==> src/rtl/data_ram_arbiter_pkg.sv <==
// Shared types and constants for the data RAM arbiter slice.
package data_ram_arbiter_pkg;

  localparam int RAMAddrBus = 32;
  localparam int RAMDataBus = 32;

  localparam logic [RAMDataBus-1:0] ZeroWord    = '0;
  localparam logic                  WriteEnable = 1'b1;
  localparam logic                  ResetEnable = 1'b1;

  // Cycles r1 may lose to r0 before it is forced to win.
  localparam int ArbStarveLimit = 4;

  typedef enum logic {
    ArbIdle  = 1'b0,
    ArbMerge = 1'b1
  } arb_state_t;

  // The RAM is word-addressed in practice; byte offset bits are dropped.
  function automatic logic [RAMAddrBus-1:0] word_addr(input logic [RAMAddrBus-1:0] a);
    return a & 32'hFFFF_FFFC;
  endfunction

endpackage

==> src/rtl/data_ram_arbiter_ram_byte_merge.sv <==
// Combinational byte-lane merge: selects each byte from the new word when its
// enable is set, otherwise keeps the old byte.
module ram_byte_merge
  import data_ram_arbiter_pkg::*;
(
  input  logic [RAMDataBus-1:0] i_old,
  input  logic [RAMDataBus-1:0] i_new,
  input  logic [3:0]            i_be,
  output logic [RAMDataBus-1:0] o_merged
);

  // Per-lane select between stored and incoming byte.
  always_comb begin
    // NOTE: default assignment first so every path drives the output and no latch is inferred.
    o_merged = i_old;
    for (int k = 0; k < 4; k++) begin
      if (i_be[k]) o_merged[8*k +: 8] = i_new[8*k +: 8];
    end
  end

endmodule

==> src/rtl/data_ram_arbiter.sv <==
// Two-requester arbiter and access sequencer in front of the data RAM.
// r0 has fixed priority; r1 is forced through after STARVE_LIMIT lost cycles.
// Sub-word stores are done as read (grant cycle) then write (MERGE cycle).
module data_ram_arbiter
  import data_ram_arbiter_pkg::*;
#(
  parameter int STARVE_LIMIT = ArbStarveLimit
) (
  input  logic                  i_Clk,
  input  logic                  i_reset,

  input  logic                  i_r0_req,
  input  logic                  i_r0_we,
  input  logic [3:0]            i_r0_be,
  input  logic [RAMAddrBus-1:0] i_r0_addr,
  input  logic [RAMDataBus-1:0] i_r0_wdata,
  output logic                  o_r0_gnt,
  output logic                  o_r0_rvalid,
  output logic [RAMDataBus-1:0] o_r0_rdata,

  input  logic                  i_r1_req,
  input  logic                  i_r1_we,
  input  logic [3:0]            i_r1_be,
  input  logic [RAMAddrBus-1:0] i_r1_addr,
  input  logic [RAMDataBus-1:0] i_r1_wdata,
  output logic                  o_r1_gnt,
  output logic                  o_r1_rvalid,
  output logic [RAMDataBus-1:0] o_r1_rdata,

  output logic                  o_ram_we,
  output logic [RAMAddrBus-1:0] o_ram_w_addr,
  output logic [RAMDataBus-1:0] o_ram_w_data,
  output logic [RAMAddrBus-1:0] o_ram_r_addr,
  input  logic [RAMDataBus-1:0] i_ram_r_data
);

  localparam int CntW = (STARVE_LIMIT < 1) ? 1 : $clog2(STARVE_LIMIT + 1);

  arb_state_t            r_state;
  logic [CntW-1:0]       r_starve_cnt;
  logic [RAMAddrBus-1:0] r_mrg_addr;
  logic [RAMDataBus-1:0] r_mrg_data;
  logic                  r_mrg_owner;
  logic                  r_r0_rvalid;
  logic [RAMDataBus-1:0] r_r0_rdata;
  logic                  r_r1_rvalid;
  logic [RAMDataBus-1:0] r_r1_rdata;

  logic                  w_idle;
  logic                  w_starved;
  logic                  w_r1_wins;
  logic                  w_gnt0;
  logic                  w_gnt1;
  logic                  w_any_gnt;
  logic                  w_sel_we;
  logic [3:0]            w_sel_be;
  logic [RAMAddrBus-1:0] w_sel_addr;
  logic [RAMDataBus-1:0] w_sel_wdata;
  logic                  w_full;
  logic                  w_partial;
  logic [RAMDataBus-1:0] w_merged;

  // Arbitration and selection of the winning request.
  always_comb begin
    // NOTE: reset gates the combinational outputs too, so a MERGE interrupted by reset never writes.
    w_idle      = (r_state == ArbIdle) && !i_reset;
    w_starved   = (r_starve_cnt == CntW'(STARVE_LIMIT));
    w_r1_wins   = i_r1_req && (!i_r0_req || w_starved);
    w_gnt0      = w_idle && i_r0_req && !w_r1_wins;
    w_gnt1      = w_idle && w_r1_wins;
    w_any_gnt   = w_gnt0 || w_gnt1;
    w_sel_we    = w_gnt1 ? i_r1_we    : i_r0_we;
    w_sel_be    = w_gnt1 ? i_r1_be    : i_r0_be;
    w_sel_addr  = w_gnt1 ? i_r1_addr  : i_r0_addr;
    w_sel_wdata = w_gnt1 ? i_r1_wdata : i_r0_wdata;
    w_full      = (w_sel_be == 4'hF);
    w_partial   = (w_sel_be != 4'hF) && (w_sel_be != 4'h0);
  end

  ram_byte_merge u_merge (
    .i_old    (i_ram_r_data),
    .i_new    (w_sel_wdata),
    .i_be     (w_sel_be),
    .o_merged (w_merged)
  );

  // RAM port drive; every bus is zero when the port is unused.
  always_comb begin
    o_ram_we     = 1'b0;
    o_ram_w_addr = '0;
    o_ram_w_data = ZeroWord;
    o_ram_r_addr = '0;
    if (!i_reset) begin
      if (r_state == ArbMerge) begin
        o_ram_we     = WriteEnable;
        o_ram_w_addr = r_mrg_addr;
        o_ram_w_data = r_mrg_data;
      end else if (w_any_gnt) begin
        if (!w_sel_we || w_partial) begin
          o_ram_r_addr = word_addr(w_sel_addr);
        end else if (w_full) begin
          o_ram_we     = WriteEnable;
          o_ram_w_addr = word_addr(w_sel_addr);
          o_ram_w_data = w_sel_wdata;
        end
      end
    end
  end

  // FSM, starvation counter and registered responses.
  always_ff @(posedge i_Clk) begin
    // NOTE: all state uses non-blocking assignments so every register samples pre-edge values.
    if (i_reset == ResetEnable) begin
      r_state      <= ArbIdle;
      r_starve_cnt <= '0;
      r_mrg_addr   <= '0;
      r_mrg_data   <= ZeroWord;
      r_mrg_owner  <= 1'b0;
      r_r0_rvalid  <= 1'b0;
      r_r0_rdata   <= ZeroWord;
      r_r1_rvalid  <= 1'b0;
      r_r1_rdata   <= ZeroWord;
    end else begin
      r_r0_rvalid <= 1'b0;
      r_r0_rdata  <= ZeroWord;
      r_r1_rvalid <= 1'b0;
      r_r1_rdata  <= ZeroWord;

      if (!i_r1_req || w_gnt1) r_starve_cnt <= '0;
      else if (!w_starved)     r_starve_cnt <= r_starve_cnt + 1'b1;

      case (r_state)
        ArbIdle: begin
          if (w_any_gnt) begin
            if (w_sel_we && w_partial) begin
              r_mrg_addr  <= word_addr(w_sel_addr);
              r_mrg_data  <= w_merged;
              r_mrg_owner <= w_gnt1;
              r_state     <= ArbMerge;
            end else if (w_gnt1) begin
              r_r1_rvalid <= 1'b1;
              r_r1_rdata  <= w_sel_we ? ZeroWord : i_ram_r_data;
            end else begin
              r_r0_rvalid <= 1'b1;
              r_r0_rdata  <= w_sel_we ? ZeroWord : i_ram_r_data;
            end
          end
        end
        ArbMerge: begin
          r_state <= ArbIdle;
          if (r_mrg_owner) r_r1_rvalid <= 1'b1;
          else             r_r0_rvalid <= 1'b1;
        end
        default: r_state <= ArbIdle;
      endcase
    end
  end

  assign o_r0_gnt    = w_gnt0;
  assign o_r1_gnt    = w_gnt1;
  assign o_r0_rvalid = r_r0_rvalid;
  assign o_r0_rdata  = r_r0_rdata;
  assign o_r1_rvalid = r_r1_rvalid;
  assign o_r1_rdata  = r_r1_rdata;

endmodule
==> config.mk <==
export PLATFORM = sky130hd
export DESIGN_NAME = data_ram_arbiter
export DESIGN_NICKNAME = d
export VERILOG_FILES = /design/src/rtl/data_ram_arbiter_pkg.sv /design/src/rtl/data_ram_arbiter_ram_byte_merge.sv /design/src/rtl/data_ram_arbiter.sv
export SDC_FILE = /design/constraint.sdc
export NUM_CORES = 1
export LEC_CHECK = 0
export CORE_MARGIN = 5
export CORE_UTILIZATION = 35
export CTS_CLUSTER_SIZE = 30
export DETAILED_ROUTE_END_ITERATION = 8
export PLACE_DENSITY = 0.7
export SLEW_MARGIN = 15
export SYNTH_ARGS = -nofsm -noshare
export SYNTH_HDL_FRONTEND = slang
export SYNTH_HIERARCHICAL = 1
export SYNTH_SLANG_ARGS = --single-unit
==> constraint.sdc <==
create_clock -name i_Clk -period 5.8 [get_ports i_Clk]
set_clock_uncertainty 0.1 [all_clocks]
set_input_delay 1.45 -clock i_Clk [delete_from_list [all_inputs] [get_ports i_Clk]]
set_output_delay 1.45 -clock i_Clk [all_outputs]
set_load 0.02 [all_outputs]
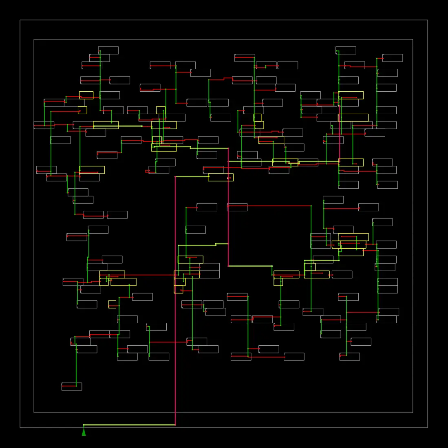
Run 1: the clock network
CTS sink count: 133
Flops: 133
power of the clock network: 1.10 mW
Insertion Delay late pin: 410 ps

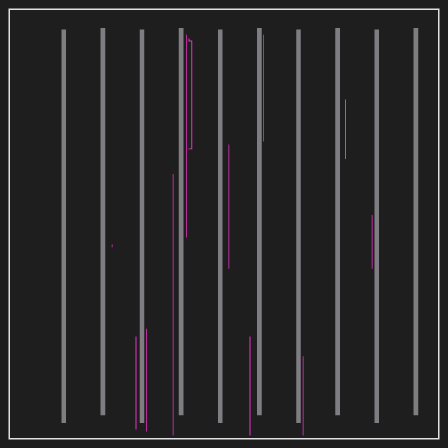
Run 1: signal wires on met4
Supply wires on this layer in grey.
- wire length on this layer: 448 um
- share of all routed wire: 2.0%
- main direction: vertical
- longest straight run: 90.4 um

==> impl_metrics.py, run 1 <==
# Metrics from the implementation run
metrics = {
    "synth": {
        "simple_gate_area_share_pct": 17.87,
        "yosys.area.top_type_share_pct": 39.69,
        "mux_area_share_pct": 28.48,
        "netlist_top_cells_area": "dfxtp_1 (40%), mux2_4 (14%), mux2i_1 (9.0%)",
        "synth_area_mm2": 0.006709,
        "synthTopLogicFamily": "multiplexers",
        "yosysUniqueCellTypes": 42,
        "synthArstFlopShare_pct": 0,
        "yosys-top-cells-count": "dfxtp_1 (133), and2_1 (64), mux2_4 (61)",
        "yosysWarnings": 6,
        "synthAoiAreaFrac_pct": 8.280,
        "ys_chip_area_mm2": 0.006709,
        "synth-edff-count": 0,
        "yosysTopAreaCell": "dfxtp_1",
        "numSynthFlops": 133,
    },
    "place": {
        "placed_cells_incl_taps": 1187,
        "numPortBuffers": 330,
    },
    "global_routing": {
        "grt.busiest_layer": "met2",
        "grt_util_met1_pct": 22.94,
        "grtUsageMet3_pct": 6.277,
        "grt_use_met2_pct": 33.78,
    },
    "floorplan": {
        "pin_count": 339,
        "num_tap_cells": 234,
        "fp_util_pct": 35.75,
        "die_w_um": 148.5,
        "die-height_um": 148.5,
    },
    "finish": {
        "nClkBuffers": 18,
        "nNetsFinal": 1148,
        "buffers": 347,
        "mostFrequentLayoutCells": "clkdlybuf4s50_1 (328), dfxtp_1 (133), and2_1 (64)",
        "layout_top_cell": "clkdlybuf4s50_1",
        "layout.cells.non_filler": 1220,
        "sh_comb_area_pct": 34.69,
        "buf_share_pct": 32.17,
        "num-nonclk-inverters": 8,
        "largest_class": "logic gates",
        "antennaDiodeCount": 1,
        "synthToLayoutAreaGrowth_pct": 61.75,
        "logic_area_mm2": 0.003765,
    },
    "run": {
        "warning_count": 31,
        "maxCapViolations": 0,
    },
    "worst_setup_path": {
        "arrival_ps": 4120,
        "cp.depth": 8,
        "critPathMaxFanout": 32,
        "cp_common_cell": "clkdlybuf4s50_1",
        "worstPathCellList": "clkdlybuf4s50_1 > or3b_1 > nor4b_2 > buf_4 > a31o_2 > buf_12 > a22o_1 > clkdlybuf4s50_1",
        "worstSetupPathType": "in2out",
        "reg2reg_from": "r_starve_cnt[0]",
        "r2r_cells": 11,
        "worst-r2r-setup-slack_ps": 2880,
    },
    "detailed_routing": {
        "route.met2.wl_mm": 11.02,
        "num_vias": 5787,
        "drt-total-wl_mm": 22.20,
        "met1_length_mm": 9.142,
        "dr.max_layer_used": "met5",
        "drt_iter0_drc": 209,
        "wire_per_inst_um": 18.19,
        "dr.pass1.iters": 4,
    },
    "worst_hold_path": {
        "hold_start": "r_mrg_addr[18]",
        "hold_path_class": "reg2reg",
    },
    "clocking": {
        "clk_pin_slew_ps": 60,
        "cts_buffer_depth": 2,
        "h-tree-depth": 4,
        "root_buffer": "clkbuf_16",
        "numCtsBuffers": 17,
        "post_cts_resized": 0,
        "cts_hold_buffers": 0,
        "cts_tree": "built",
    },
    "pwr": {
        "sw_frac_of_total_pct": 26.10,
        "pwr-share-comb_pct": 19.4,
        "seq_power_share_pct": 38.1,
        "power.group.top": "the clock network",
        "finalPower_mw": 2.595,
        "p_leak_nw": 4.443,
        "ir_worst_vdd_uv": 191.4,
    },
    "final_timing": {
        "tightest_slew_ps": 916.5,
        "finalHoldViolations": 0,
        "rsz0062_at_grt": "false",
        "max-slew-margin-rel_pct": 38.76,
    },
    "status": {
        "run_status": "finished, final reports clean",
    },
}
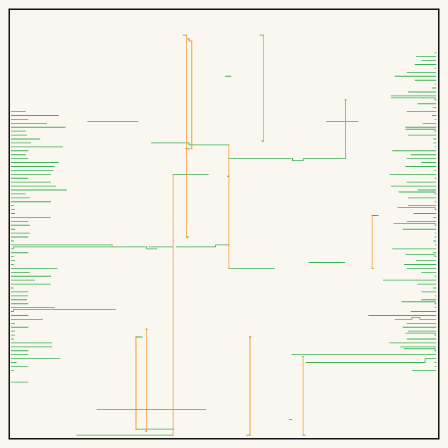
Run 1: wiring by layer
Two of the layers only.
- met3: green (wire length 1570 um)
- met4: orange (wire length 448 um)

## Run 2: what changed since run 1
--- a/config.mk
+++ b/config.mk
@@ -7,9 +7,8 @@
 export LEC_CHECK = 0
 export CORE_MARGIN = 5
 export CORE_UTILIZATION = 35
-export CTS_CLUSTER_SIZE = 30
 export DETAILED_ROUTE_END_ITERATION = 8
-export PLACE_DENSITY = 0.7
+export PLACE_DENSITY = 0.82
 export SLEW_MARGIN = 15
 export SYNTH_ARGS = -nofsm -noshare
 export SYNTH_HDL_FRONTEND = slang
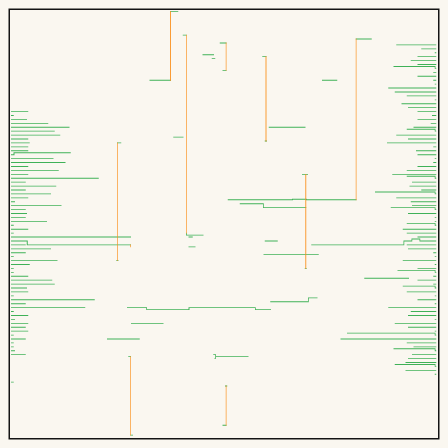
Run 2: wiring by layer
Two of the layers only.
- met3: green (wire length 1590 um)
- met4: orange (wire length 302 um)

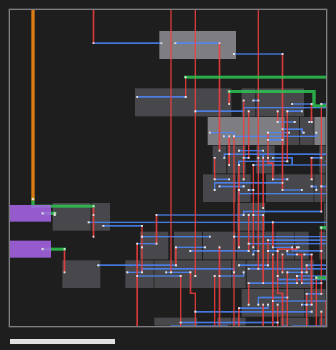
Run 2: layout detail
Scale bar: 10 um. Window x 59 to 89, y 59 to 89 um. Cells in grey, sequential cells in the stronger grey; small squares are vias.
- met4: orange
- met3: green
- met1: blue
- met5: purple
- met2: red
- most frequent: nand3_1 (4)
- sequential cells in the window: 2
- cells with their middle in the window: 31
- netlist names of flops here include: `r_starve_cnt` (2)

==> impl_metrics.py, run 2 <==
# Metrics from the implementation run
metrics = {
    "global_routing": {
        "grt.busiest_layer": "met2",
        "antenna_found_initial": 3,
        "grtUsageMet3_pct": 5.972,
        "grt_use_met2_pct": 33.87,
    },
    "worst_hold_path": {
        "hold_start": "r_mrg_addr[10]",
        "hold_depth": 2,
    },
    "detailed_routing": {
        "num_vias": 5843,
        "dr.max_layer_used": "met5",
        "drt_iter0_drc": 191,
        "met1_length_mm": 8.931,
        "wire_per_inst_um": 17.98,
        "dr.pass1.iters": 5,
        "route.met2.wl_mm": 11.00,
    },
    "finish": {
        "logic_area_mm2": 0.003742,
        "buffers": 343,
        "sh_comb_area_pct": 34.66,
        "nClkBuffers": 20,
        "largest_class": "logic gates",
        "nNetsFinal": 1144,
        "antennaDiodeCount": 1,
        "num-nonclk-inverters": 8,
        "layout_top_cell": "clkdlybuf4s50_1",
        "regArea_mm2": 0.002663,
        "layout.cells.non_filler": 1216,
    },
    "pwr": {
        "seq_power_share_pct": 38.2,
        "finalPower_mw": 2.586,
        "sw_frac_of_total_pct": 25.28,
        "p_leak_nw": 4.411,
        "ir_worst_vdd_uv": 188.2,
        "power.group.top": "the clock network",
        "p_clk_mw": 1.10,
    },
    "final_timing": {
        "rsz0062_at_grt": "false",
        "finalHoldViolations": 0,
        "tightest_slew_ps": 1076,
    },
    "synth": {
        "ys_chip_area_mm2": 0.006709,
        "mux_area_share_pct": 28.48,
        "netlist_top_cells_area": "dfxtp_1 (40%), mux2_4 (14%), mux2i_1 (9.0%)",
        "yosys.area.top_type_share_pct": 39.69,
        "synthArstFlopShare_pct": 0,
        "yosysUniqueCellTypes": 42,
        "synthTopLogicFamily": "multiplexers",
        "synth_area_mm2": 0.006709,
        "yosysTopAreaCell": "dfxtp_1",
        "yosysWarnings": 6,
        "yosys-top-cells-count": "dfxtp_1 (133), and2_1 (64), mux2_4 (61)",
        "numSynthFlops": 133,
        "simple_gate_area_share_pct": 17.87,
        "synthAoiAreaFrac_pct": 8.280,
        "synth-edff-count": 0,
    },
    "floorplan": {
        "die_w_um": 148.5,
        "pin_count": 339,
        "die-height_um": 148.5,
        "num_tap_cells": 234,
    },
    "worst_setup_path": {
        "arrival_ps": 4050,
        "cp_common_cell": "clkdlybuf4s50_1",
        "worstPathCellList": "clkdlybuf4s50_1 > or3b_1 > nor4b_1 > a31oi_2 > buf_12 > o21ai_0 > clkdlybuf4s50_1",
        "cp.depth": 7,
        "reg2reg_from": "r_starve_cnt[0]",
        "worst-r2r-setup-slack_ps": 2960,
        "required_ps": 4250,
        "r2r_cells": 10,
    },
    "clocking": {
        "h-tree-depth": 4,
        "cts_buffer_depth": 2,
        "worstSkewPairLatency_ps": 410,
        "cts_tree": "built",
        "post_cts_resized": 0,
        "numCtsBuffers": 17,
        "root_buffer": "clkbuf_16",
        "clk_pin_slew_ps": 60,
        "cts_hold_buffers": 0,
    },
    "run": {
        "warning_count": 31,
        "maxCapViolations": 0,
    },
    "place": {
        "placed_cells_incl_taps": 1183,
        "numPortBuffers": 330,
    },
    "status": {
        "run_status": "finished, final reports clean",
    },
}
No activity file was given, so power comes from the tool's default toggle rates.
